run_1/registers.png
Bar = 20 um. Other sequential cells in the stronger grey, the rest of the logic in the fainter grey.
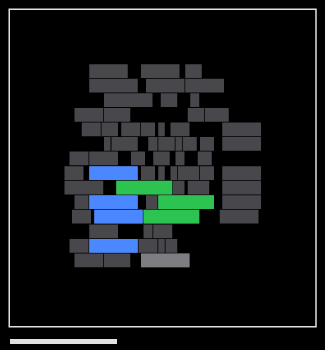
run_1/final_clocks.png
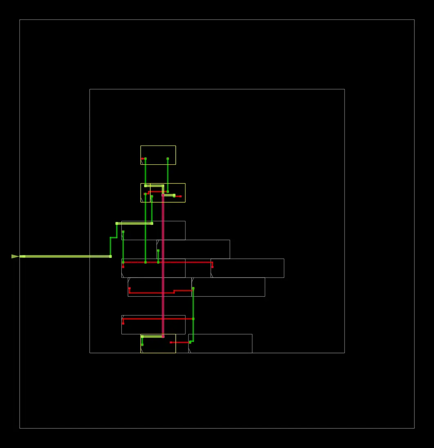
run_1/met1.png
Bar = 20 um.
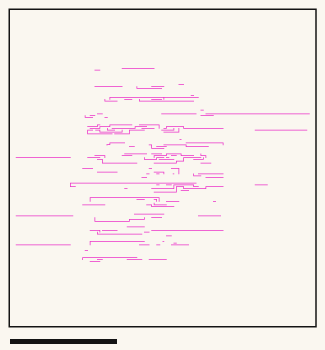
## src/rtl/pioneer_ctrl_pkg.sv

```systemverilog
// Shared control constants for the RW-Pioneer fetch sequencer: state codes,
// special opcodes and memory micro-instruction encodings.
package pioneer_ctrl_pkg;

   localparam int STATE_W = 3;

   localparam logic [STATE_W-1:0] ST_IDLE    = 3'd0;
   localparam logic [STATE_W-1:0] ST_FETCH   = 3'd1;
   localparam logic [STATE_W-1:0] ST_DECODE  = 3'd2;
   localparam logic [STATE_W-1:0] ST_OPERAND = 3'd3;
   localparam logic [STATE_W-1:0] ST_EXECUTE = 3'd4;
   localparam logic [STATE_W-1:0] ST_HALTED  = 3'd5;
   localparam logic [STATE_W-1:0] ST_PAUSE   = 3'd6;

   localparam logic [3:0] OP_HLT  = 4'hD;
   localparam logic [3:0] OP_SJMP = 4'hE;
   localparam logic [3:0] OP_JMP  = 4'hF;

   localparam int MEM_MICRO_INSTRUCTION_SIZE = 2;
   localparam logic [MEM_MICRO_INSTRUCTION_SIZE-1:0] MEM_NOP  = 2'd0;
   localparam logic [MEM_MICRO_INSTRUCTION_SIZE-1:0] MEM_SJMP = 2'd1;
   localparam logic [MEM_MICRO_INSTRUCTION_SIZE-1:0] MEM_JMP  = 2'd2;

endpackage

```

## src/rtl/fetch_sequencer_if.sv

```systemverilog
// Control/memory bundle between the fetch sequencer and the rest of the core.
// The step input exists only when SINGLE_STEP_EN is defined.
interface fetch_sequencer_if
   import pioneer_ctrl_pkg::*;
#(
   parameter int WORD_SIZE  = 4,
   parameter int MICRO_SIZE = MEM_MICRO_INSTRUCTION_SIZE
);
   logic                  run;
   logic [WORD_SIZE-1:0]  opcode;
   logic                  mem_ack;
   logic                  mem_req;
   logic                  ir_load;
   logic                  opnd_load;
   logic                  pc_ce;
   logic                  pc_halt;
   logic [MICRO_SIZE-1:0] mem_instruction;
   logic                  halted;
   logic [STATE_W-1:0]    state;
`ifdef SINGLE_STEP_EN
   logic                  step;

   modport master (
      input  run, opcode, mem_ack, step,
      output mem_req, ir_load, opnd_load, pc_ce, pc_halt, mem_instruction, halted, state
   );
   modport slave (
      output run, opcode, mem_ack, step,
      input  mem_req, ir_load, opnd_load, pc_ce, pc_halt, mem_instruction, halted, state
   );
`else
   modport master (
      input  run, opcode, mem_ack,
      output mem_req, ir_load, opnd_load, pc_ce, pc_halt, mem_instruction, halted, state
   );
   modport slave (
      output run, opcode, mem_ack,
      input  mem_req, ir_load, opnd_load, pc_ce, pc_halt, mem_instruction, halted, state
   );
`endif
endinterface

```

## src/rtl/fetch_sequencer_opcode_decoder.sv

```systemverilog
// Combinational classification of the latched opcode into halt / operand-fetch
// / memory micro-instruction.
module opcode_decoder
   import pioneer_ctrl_pkg::*;
#(
   parameter int WORD_SIZE  = 4,
   parameter int MICRO_SIZE = MEM_MICRO_INSTRUCTION_SIZE
)(
   input  logic [WORD_SIZE-1:0]  opcode,
   output logic                  is_halt,
   output logic                  needs_operand,
   output logic [MICRO_SIZE-1:0] micro_op
);

   // Opcode classification table
   always_comb begin
      is_halt       = 1'b0;
      needs_operand = 1'b0;
      micro_op      = MICRO_SIZE'(MEM_NOP);
      case (opcode)
         WORD_SIZE'(OP_HLT): begin
            is_halt = 1'b1;
         end
         WORD_SIZE'(OP_SJMP): begin
            needs_operand = 1'b1;
            micro_op      = MICRO_SIZE'(MEM_SJMP);
         end
         WORD_SIZE'(OP_JMP): begin
            needs_operand = 1'b1;
            micro_op      = MICRO_SIZE'(MEM_JMP);
         end
         default: begin
            is_halt       = 1'b0;
            needs_operand = 1'b0;
            micro_op      = MICRO_SIZE'(MEM_NOP);
         end
      endcase
   end

endmodule

```

## src/rtl/fetch_sequencer.sv

```systemverilog
// Fetch/decode/operand/execute control FSM and sole source of PC control.
// Optional SINGLE_STEP_EN adds a step input and a PAUSE state after EXECUTE.
module fetch_sequencer
   import pioneer_ctrl_pkg::*;
#(
   parameter int WORD_SIZE  = 4,
   parameter int MICRO_SIZE = MEM_MICRO_INSTRUCTION_SIZE
)(
   input  logic              clk,
   input  logic              reset,
   fetch_sequencer_if.master bus
);

   logic [STATE_W-1:0]    state_r;
   logic [STATE_W-1:0]    state_nx_s;
   logic                  run_q_r;
   logic                  run_pulse_s;
   logic [WORD_SIZE-1:0]  ir_r;
   logic                  is_halt_s;
   logic                  needs_opnd_s;
   logic [MICRO_SIZE-1:0] micro_op_s;
   logic                  fetch_ack_s;
   logic                  opnd_ack_s;

   assign run_pulse_s = bus.run & ~run_q_r;
   assign fetch_ack_s = (state_r == ST_FETCH)   & bus.mem_ack;
   assign opnd_ack_s  = (state_r == ST_OPERAND) & bus.mem_ack;

   opcode_decoder #(
      .WORD_SIZE  (WORD_SIZE),
      .MICRO_SIZE (MICRO_SIZE)
   ) u_opcode_decoder (
      .opcode        (ir_r),
      .is_halt       (is_halt_s),
      .needs_operand (needs_opnd_s),
      .micro_op      (micro_op_s)
   );

`ifdef SINGLE_STEP_EN
   logic step_q_r;
   logic step_pulse_s;
   logic ss_mode_r;

   assign step_pulse_s = bus.step & ~step_q_r;

   // Step edge detector; a run pulse in PAUSE drops single-step mode until reset
   always_ff @(posedge clk or posedge reset) begin
      if (reset) begin
         step_q_r  <= 1'b0;
         ss_mode_r <= 1'b1;
      end else begin
         step_q_r <= bus.step;
         if ((state_r == ST_PAUSE) && run_pulse_s) begin
            ss_mode_r <= 1'b0;
         end
      end
   end
`endif

   // State, run edge detector and private copy of the fetched opcode
   always_ff @(posedge clk or posedge reset) begin
      if (reset) begin
         state_r <= ST_IDLE;
         run_q_r <= 1'b0;
         ir_r    <= '0;
      end else begin
         state_r <= state_nx_s;
         run_q_r <= bus.run;
         if (fetch_ack_s) begin
            ir_r <= bus.opcode;
         end
      end
   end

   // Next-state logic
   always_comb begin
      state_nx_s = state_r;
      case (state_r)
         ST_IDLE: begin
            if (run_pulse_s) state_nx_s = ST_FETCH;
            else             state_nx_s = ST_IDLE;
         end
         ST_FETCH: begin
            if (bus.mem_ack) state_nx_s = ST_DECODE;
            else             state_nx_s = ST_FETCH;
         end
         ST_DECODE: begin
            if (is_halt_s)         state_nx_s = ST_HALTED;
            else if (needs_opnd_s) state_nx_s = ST_OPERAND;
            else                   state_nx_s = ST_EXECUTE;
         end
         ST_OPERAND: begin
            if (bus.mem_ack) state_nx_s = ST_EXECUTE;
            else             state_nx_s = ST_OPERAND;
         end
         ST_EXECUTE: begin
`ifdef SINGLE_STEP_EN
            if (ss_mode_r) state_nx_s = ST_PAUSE;
            else           state_nx_s = ST_FETCH;
`else
            state_nx_s = ST_FETCH;
`endif
         end
         ST_HALTED: begin
            if (run_pulse_s) state_nx_s = ST_FETCH;
            else             state_nx_s = ST_HALTED;
         end
`ifdef SINGLE_STEP_EN
         ST_PAUSE: begin
            if (run_pulse_s || step_pulse_s) state_nx_s = ST_FETCH;
            else                             state_nx_s = ST_PAUSE;
         end
`endif
         default: begin
            state_nx_s = ST_IDLE;
         end
      endcase
   end

   // pc_ce only fires on memory-ack cycles, so it can never meet a jump micro-op
   assign bus.mem_req         = (state_r == ST_FETCH) | (state_r == ST_OPERAND);
   assign bus.ir_load         = fetch_ack_s;
   assign bus.opnd_load       = opnd_ack_s;
   assign bus.pc_ce           = fetch_ack_s | opnd_ack_s;
   assign bus.pc_halt         = (state_r == ST_IDLE) | (state_r == ST_HALTED) | (state_r == ST_PAUSE);
   assign bus.halted          = (state_r == ST_HALTED);
   assign bus.mem_instruction = (state_r == ST_EXECUTE) ? micro_op_s : MICRO_SIZE'(MEM_NOP);
   assign bus.state           = state_r;

endmodule
```

## src/flat_wrapper.sv

```systemverilog
// flat-port wrapper written by rule: the top's interface ports become plain ports
module fetch_sequencer_flat import pioneer_ctrl_pkg::*;
#(
   parameter int WORD_SIZE  = 4,
   parameter int MICRO_SIZE = MEM_MICRO_INSTRUCTION_SIZE
)
  (clk, reset, bus_run, bus_opcode, bus_mem_ack, bus_mem_req, bus_ir_load, bus_opnd_load, bus_pc_ce, bus_pc_halt, bus_mem_instruction, bus_halted, bus_state);
  fetch_sequencer_if #(.WORD_SIZE(WORD_SIZE), .MICRO_SIZE(MICRO_SIZE)) bus_i ();
  input  logic clk;
  input  logic reset;
  input wire logic [$bits(bus_i.run)-1:0] bus_run;
  input wire logic [$bits(bus_i.opcode)-1:0] bus_opcode;
  input wire logic [$bits(bus_i.mem_ack)-1:0] bus_mem_ack;
  output wire logic [$bits(bus_i.mem_req)-1:0] bus_mem_req;
  output wire logic [$bits(bus_i.ir_load)-1:0] bus_ir_load;
  output wire logic [$bits(bus_i.opnd_load)-1:0] bus_opnd_load;
  output wire logic [$bits(bus_i.pc_ce)-1:0] bus_pc_ce;
  output wire logic [$bits(bus_i.pc_halt)-1:0] bus_pc_halt;
  output wire logic [$bits(bus_i.mem_instruction)-1:0] bus_mem_instruction;
  output wire logic [$bits(bus_i.halted)-1:0] bus_halted;
  output wire logic [$bits(bus_i.state)-1:0] bus_state;
  assign bus_i.run = bus_run;
  assign bus_i.opcode = bus_opcode;
  assign bus_i.mem_ack = bus_mem_ack;
  assign bus_mem_req = bus_i.mem_req;
  assign bus_ir_load = bus_i.ir_load;
  assign bus_opnd_load = bus_i.opnd_load;
  assign bus_pc_ce = bus_i.pc_ce;
  assign bus_pc_halt = bus_i.pc_halt;
  assign bus_mem_instruction = bus_i.mem_instruction;
  assign bus_halted = bus_i.halted;
  assign bus_state = bus_i.state;
  fetch_sequencer #(.WORD_SIZE(WORD_SIZE), .MICRO_SIZE(MICRO_SIZE)) u_core (.clk(clk), .reset(reset), .bus(bus_i));
endmodule
```

## config.mk

```make
export PLATFORM = sky130hd
export DESIGN_NAME = fetch_sequencer_flat
export DESIGN_NICKNAME = d
export VERILOG_FILES = /design/src/rtl/pioneer_ctrl_pkg.sv /design/src/rtl/fetch_sequencer_if.sv /design/src/rtl/fetch_sequencer_opcode_decoder.sv /design/src/rtl/fetch_sequencer.sv /design/src/flat_wrapper.sv
export SDC_FILE = /design/constraint.sdc
export NUM_CORES = 1
export LEC_CHECK = 0
export CAP_MARGIN = 5
export CORE_AREA = 10 10 47 49
export CTS_BUF_LIST = sky130_fd_sc_hd__clkbuf_8
export DETAILED_ROUTE_END_ITERATION = 6
export DIE_AREA = 0 0 57 59
export PLACE_DENSITY_LB_ADDON = 0.3
export SLEW_MARGIN = 25
export SYNTH_ARGS = -nofsm -noshare
export SYNTH_HDL_FRONTEND = slang
export SYNTH_HIERARCHICAL = 1
export SYNTH_SLANG_ARGS = --single-unit
```

## constraint.sdc

```tcl
create_clock -name clk -period 2.1 [get_ports clk]
set_clock_uncertainty 0.1 [all_clocks]
set_input_delay 0.42 -clock clk [delete_from_list [all_inputs] [get_ports clk]]
set_output_delay 0.42 -clock clk [all_outputs]
set_load 0.1 [all_outputs]
```

==> impl.org, run 1 <==
#+TITLE: Flow metrics

** Die
- Height of the die :: about 59 um
- From left edge to right edge, the die measures 57 um.
- Pin placement for this block handled 19 I/O pins.

** Placed design
- Counting tap cells, the placed design contains a total of around 78 instances.
- RePlAce ended its routability-driven mode at a weighted congestion of 0.695.

** Timing
- Transition time at the pin with the least slew margin :: approximately 0.32 ns
- Setup repair after global routing missed its margin :: false
- Hold Slack :: about 0.32 ns

** Setup path
- R2R Path End :: u_core/ir_r[0]$_DFFE_PP0P_
- Crit path buffers/inverters :: 1
- Arrival time at the worst endpoint :: around 1.5 ns
- The critical path endpoint has a required time of approximately 1.6 ns.
- Looking at the critical path, the highest net fanout was 8.

** Clocking
- In this run the clock root is driven by a sky130_fd_sc_hd__clkbuf_8.
- Maximum count of clock buffers along a single path :: 2

** Cells and area
- The number of antenna diodes in the final layout is 0.

** Yosys
- Yosys attributes the largest share of cell area to sky130_fd_sc_hd__dfrtp_1 43%, sky130_fd_sc_hd__mux2_2 9.6%, sky130_fd_sc_hd__and4b_1 4.3%.
- Per the synthesis report, the XOR/XNOR share of the synthesized area is around 3.7%.
- Top cell type's share of synthesized area :: between 40 and 50%
- Simple-gate share of the synthesized area :: 26.7%

** Drt
- Number of detailed-routing iterations run before antenna repair :: 4
- Number of remaining DRC errors :: 0

** Global routing
- The initial antenna violation count was 0.

** Run status
- The flow ran to the end, and the final reports show no timing, DRC or antenna violations.
## Picture notes: registers.png
Green stands for u_core/bus.state, flops 3. Blue stands for u_core/ir_r, flops 4.
Another 1 sequential cells are not coloured.

## Picture notes: final_clocks.png
clk latency late pin: 0.23 ns
CLK BUF: 3
sequential cell count: 8
number of buffers created by CTS: 3

## Picture notes: met1.png
The wires run mostly horizontal. 61 nets have wire on it. The longest straight run is 23.5 um. The layer carries 467 um of wire.

-- run 1: per-stage QoR --
| step | setup WS, ns | cell area, um2 |
|---|---|---|
| final | 0.0966 | 902 |
| after detailed placement | 0.0316 | 847 |
| after floorplan | -0.351 | 553 |
| after CTS | 0.0256 | 892 |
| after global placement | 0.0351 | 847 |
| after global routing | 0.0237 | 902 |
-- run 1: cells in the mapped netlist (all sizes together) --
library cell,n
dfrtp,8
a221o,1
o21a,1
nand3,1
nand3b,1
clkbuf,1
mux2,4
nor4bb,2
xor2,2
a32oi,1
nor4,1
o22ai,1
and3,1
nor3,3
buf,2
a21o,1
inv,5
and4,1
nor2b,2
nor2,4
and4b,2
-- run 1: flip-flops by register name, indices dropped and copies added (netlist names) --
signal and flops:
u_core/bus.state 3, u_core/run_q_r 1, u_core/ir_r 4
-- run 1: layout make-up --
type,count,area [um2],area share (%)
repair buffers,21,315,35.0
clock buffers,3,41.3,4.58
flip-flops and latches,8,211,23.4
multi-input cells,29,284,31.5
clock inverters,1,3.75,0.416
well taps,16,20.0,2.22
inverters,5,26.3,2.91
-- run 1: per-layer routing --
metal / GRT usage [%] / wire length [um] / vias to the layer above / share of wire, %
li1: - / - / 205 / -
met1: 7.36 / 467 / 197 / 40
met2: 11.5 / 562 / 20 / 48
met3: 3.65 / 111 / 2 / 9.6
met4: 5.03 / 20 / 0 / 1.7
met5: 0 / 0 / - / 0
-- run 1: kinds of logic after synthesis --
family | after synthesis
AND/OR/NAND/NOR | 18
flip-flops | 8
buffers and inverters | 8
AND-OR/OR-AND | 5
multiplexers | 4
XOR/XNOR | 2
-- run 1: repair_timing --
item	in CTS	in global routing
buffers inserted	0	1
setup endpoints to repair	0	1
hold endpoints to repair	0	0
resized	0	1
==> run 1 -> run 2 <==
--- a/config.mk
+++ b/config.mk
@@ -14,5 +14,5 @@
 export SLEW_MARGIN = 25
 export SYNTH_ARGS = -nofsm -noshare
 export SYNTH_HDL_FRONTEND = slang
-export SYNTH_HIERARCHICAL = 1
 export SYNTH_SLANG_ARGS = --single-unit
+export TNS_END_PERCENT = 5
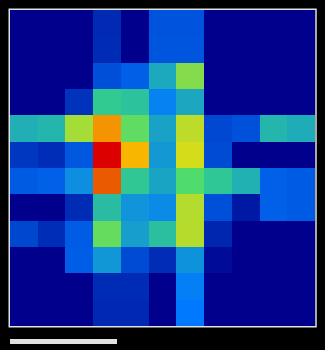
run_2/wire_density.png
Bar = 20 um. 11 x 12 tiles, from dark blue (low) to red (high), scaled to the fullest tile. Values are wire area over tile area, all layers added.
The mean over all tiles is 0.053. The emptiest ninth of the die: upper right. 44% of the tiles are nearly empty. 9.8% of the tiles are over half the peak. The densest ninth of the die: centre.

==> impl.org, run 2 <==
#+TITLE: Flow metrics

** Drt
- Number of detailed-routing iterations run before antenna repair :: 3 (-1)
- Number of remaining DRC errors :: 0 (unchanged)
- Via count of the routed design :: 363

** Setup path
- STA classifies the critical path endpoint as an output pin.
- Arrival time at the worst endpoint :: 1.49 ns (about the same)
- The endpoint identified for the worst register-to-register timing path is u_core.ir_r[0]$_DFFE_PP0P_.
- STA reports a reg2reg setup slack of about 0.47 ns.
- Peak fanout along the critical path :: 8 (unchanged)
- The required time reported for the critical path endpoint came to 1.58 ns (about the same).

** Global routing
- Busiest grt layer :: met2
- Met1 Track Usage GR :: 6.87% (-0.49 points)
- The fraction of met3 tracks used by global routing came to 3.00% (-0.64 points).
- The initial antenna violation count came to 0 (unchanged).

** Yosys
- Top cell type's share of synthesized area :: 44.0% (+1.3 points)
- Cell types occupying the most area after synthesis :: sky130_fd_sc_hd__dfrtp_1 44%, sky130_fd_sc_hd__mux2_4 13%, sky130_fd_sc_hd__nand2b_1 4.1%
- Yosys reports a chip area of 455 um2.
- Number of enable-type register cells in the synthesized netlist :: 0 (unchanged)
- Most frequent cells after synthesis :: 8 x sky130_fd_sc_hd__dfrtp_1, 4 x sky130_fd_sc_hd__mux2_4, 3 x sky130_fd_sc_hd__nand2b_1, 3 x sky130_fd_sc_hd__nor2_1
- Dominant flop cell :: sky130_fd_sc_hd__dfrtp_1
- Most common cell in the synthesized netlist :: sky130_fd_sc_hd__dfrtp_1

** Clocking
- The deepest clock path buffer count was 2 (unchanged).
- # resized after CTS :: 0 (unchanged)
- Clock root buffer :: sky130_fd_sc_hd__clkbuf_8
- Buffers inserted by post-CTS timing repair :: 0 (unchanged)
- Number of buffers created by CTS :: 3 (unchanged)

** Timing
- Setup repair after global routing left no endpoint under its margin.
- The worst slack on hold paths was 0.328 ns (+0.00755 ns).
- Counting pins that exceed their max-slew limit in the final report gives 0.
- The transition time at the pin with the least slew margin came to 0.326 ns (+0.00624 ns).

** Run status
- The run finished with clean final reports.

** Placed design
- The number of placed instances with taps included was 73 (-6.4%).
- The global placement routability congestion came to 0.694 (-0.10%).
- The post-place instance area is 826 um2 (-2.5%).

** Cells and area
- More flip-flops sit in one register than any other, and that register is u_core.ir_r.
- Commonest non-fill, non-tap cell in the layout :: sky130_fd_sc_hd__buf_12
- The flip-flop count of the largest register after layout came to 4 (unchanged).
- Antenna diode count :: 0 (unchanged)
- Cell area after layout :: 871 um2 (-3.5%)

** Die
- The count of pins on the block boundary was 19 (unchanged).
- The core region is 0.00140 mm2.
- The die height came to 59 um (unchanged).
- Die outline width :: 57 um (unchanged)
## run 2: routing by layer
metal	wire [um]	up-vias	part of all wire, %
met4	0	0	0
met3	97	0	8.7
li1	-	182	-
met1	428	172	38
met2	591	9	53
met5	0	-	0
## run 2: cells by family after synthesis
group / share of synthesized area [%]
flops: 44.0
mux: 15.4
compound gates: 14.6
buf+inv: 5.77
simple gates: 20.3
## run 2: final cells by class
cell class                      count  area [um2]
Fill cell                         119         531
Timing Repair Buffer               19         298
Multi-Input combinational cell     28         292
Sequential cell                     8         209
Clock buffer                        3        41.3
Tap cell                           16        20.0
Inverter                            2        7.51
Clock inverter                      1        3.75
## run 2: worst max-delay path by stage
| stage | start | endpoint | slack (ns) | cells past startpoint |
|---|---|---|---|---|
| 3_5_place_dp | bus_mem_ack | bus_opnd_load | 0.13 | 4 |
| 5_1_grt | u_core.bus.state[0]$_DFF_PP0_ | bus_mem_instruction[1] | 0.01 | 3 |
| 4_1_cts | u_core.bus.state[0]$_DFF_PP0_ | bus_mem_instruction[1] | 0.07 | 3 |
| 3_3_place_gp | bus_mem_ack | bus_opnd_load | 0.17 | 4 |
| 2_1_floorplan | u_core.bus.state[0]$_DFF_PP0_ | bus_mem_instruction[1] | -0.40 | 2 |
| 6_report | u_core.bus.state[0]$_DFF_PP0_ | bus_mem_instruction[1] | 0.09 | 3 |
## run 2: critical path, cell delays in order, from the launching register on
cell	delay [ns]
sky130_fd_sc_hd__dfrtp_4	0.52
sky130_fd_sc_hd__nand2b_4	0.20
sky130_fd_sc_hd__nor4b_4	0.33
sky130_fd_sc_hd__buf_12	0.21
==> run 2 -> run 3 <==
--- a/config.mk
+++ b/config.mk
@@ -11,7 +11,6 @@
 export DETAILED_ROUTE_END_ITERATION = 6
 export DIE_AREA = 0 0 57 59
 export PLACE_DENSITY_LB_ADDON = 0.3
-export SLEW_MARGIN = 25
 export SYNTH_ARGS = -nofsm -noshare
 export SYNTH_HDL_FRONTEND = slang
 export SYNTH_SLANG_ARGS = --single-unit
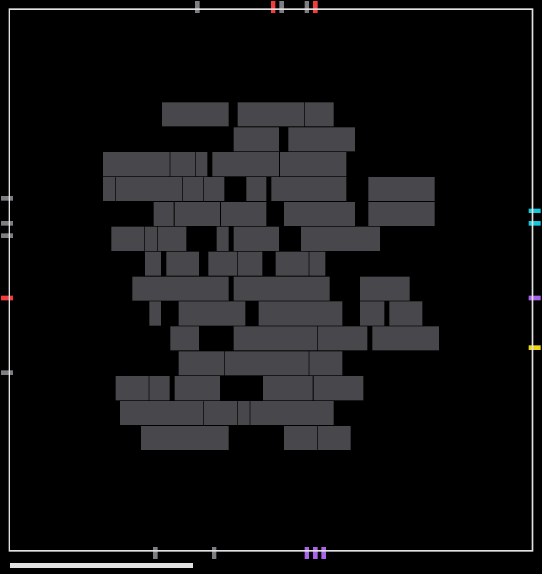
run_3/pins.png
Bar = 20 um. Pins as bars across the die edge, other pins in grey.
Red stands for bus_state, pins 3, direction output, edge 2 top, 1 left. Cyan stands for bus_mem_instruction, pins 2, direction output, edge right. Yellow stands for bus_ir_load, pins 1, direction output, edge right. Purple stands for bus_opcode, pins 4, direction input, edge 3 bottom, 1 right.
All pins by edge: 5 left, 5 top, 5 bottom, 4 right.

==> impl.org, run 3 <==
#+TITLE: Flow metrics

** Run status
- The flow ran to the end, and the final reports show no timing, DRC or antenna violations.

** Clocking
- The number of buffers inserted by post-CTS setup repair was 0 (unchanged).
- Maximum count of clock buffers along a single path :: 2 (unchanged)
- The number of CTS-inserted buffers came to 3 (unchanged).
- The root buffer cell chosen for the clock tree is sky130_fd_sc_hd__clkbuf_8.
- # resized after CTS :: 0 (unchanged)

** Cells and area
- Flip-flop count of the largest register, all copies and words added :: 4 (unchanged)
- Most flops, register :: u_core.ir_r
- The antenna diode count came to 0 (unchanged).
- Leaving out fill and tap cells, the most frequent cell in the layout is sky130_fd_sc_hd__buf_12.

** Yosys
- The fraction of post-synthesis cell area in the top cell type by area came to 44.0% (unchanged).
- Dominant flop cell :: sky130_fd_sc_hd__dfrtp_1
- Number of enable-type register cells in the synthesized netlist :: 0 (unchanged)
- Sorting the synthesis cell report by count puts at the top sky130_fd_sc_hd__dfrtp_1.
- The commonest cells after synthesis are 8 x sky130_fd_sc_hd__dfrtp_1, 4 x sky130_fd_sc_hd__mux2_4, 3 x sky130_fd_sc_hd__nand2b_1, 3 x sky130_fd_sc_hd__nor2_1.
- The synthesis report lists the most area-consuming cells as sky130_fd_sc_hd__dfrtp_1 44%, sky130_fd_sc_hd__mux2_4 13%, sky130_fd_sc_hd__nand2b_1 4.1%.
- The Yosys chip area came to 455 um2 (unchanged).

** Setup path
- The critical path starts at u_core.bus.state[0]$_DFF_PP0_.
- Worst Setup End Kind :: output pin
- In this run the critical register-to-register path is captured at u_core.ir_r[0]$_DFFE_PP0P_.
- Worst setup slack for register-to-register paths :: 0.47 ns (about the same)
- CP required :: 1.58 ns (about the same)
- Sequence of cells on the critical path :: nand2b_4 > nor4b_4 > buf_12
- Critical Path Max Stage Delay :: 0.52 ns (about the same)
- Arrival time at the worst endpoint :: 1.49 ns (about the same)

** Timing
- The final count of pins violating max slew was 0 (unchanged).
- Setup repair after global routing missed its margin :: false

** Global routing
- Busiest grt layer :: met2
- Met1 Track Usage GR :: 6.87% (unchanged)
- Antenna violations before repair :: 0 (unchanged)
- GRT met3 Usage :: 3.00% (unchanged)

** Drt
- The iteration tally of the first detailed-router pass is 3 (unchanged).
- Via count of the routed design :: 363 (unchanged)

** Die
- The count of pins on the block boundary is 19 (unchanged).
- Die outline width :: 57 um (unchanged)

** Placed design
- Placer's final routability congestion estimate :: 0.694 (unchanged)
- Instance area after placement :: 826 um2 (unchanged)
[run 3: cell counts after synthesis]
No cell type changed its count.
[run 3: cell type report]
type	instances	area, um2
Timing Repair Buffer	19	298
Tap cell	16	20.0
Multi-Input combinational cell	28	292
Inverter	2	7.51
Fill cell	119	531
Clock inverter	1	3.75
Clock buffer	3	41.3
Sequential cell	8	209
[run 3: cells by family after synthesis]
logic type	after synthesis	synth area share [%]
multiplexers	5	15.4
flip-flops	8	44.0
AND-OR/OR-AND	8	14.6
buffers and inverters	4	5.77
AND/OR/NAND/NOR	15	20.3
[run 3: how the worst max path moves through the flow]
| stage | endpoint |
|---|---|
| global placement | bus_opnd_load |
| CTS | bus_mem_instruction[1] |
| finish | bus_mem_instruction[1] |
| detailed placement | bus_opnd_load |
| global route | bus_mem_instruction[1] |
| floorplan | bus_mem_instruction[1] |
[run 3: layer usage]
layer	wire length (um)	share of wire, %	up-vias
met5	0	0	-
li1	-	-	182
met2	591	53	9
met3	97	8.7	0
met1	428	38	172
met4	0	0	0
[run 3: metrics by stage]
step / worst slack, ns
after floorplan: -0.398
after global placement: 0.172
after detailed placement: 0.130
after CTS: 0.0719
after global routing: 0.0114
final: 0.0889
[run 3: worst max-delay path, delay by kind of cell, from the launching register on]
family | cells | cell delay [ns]
AND/OR/NAND/NOR | 2 | 0.53
buffers and inverters | 1 | 0.21
flip-flops | 1 | 0.52
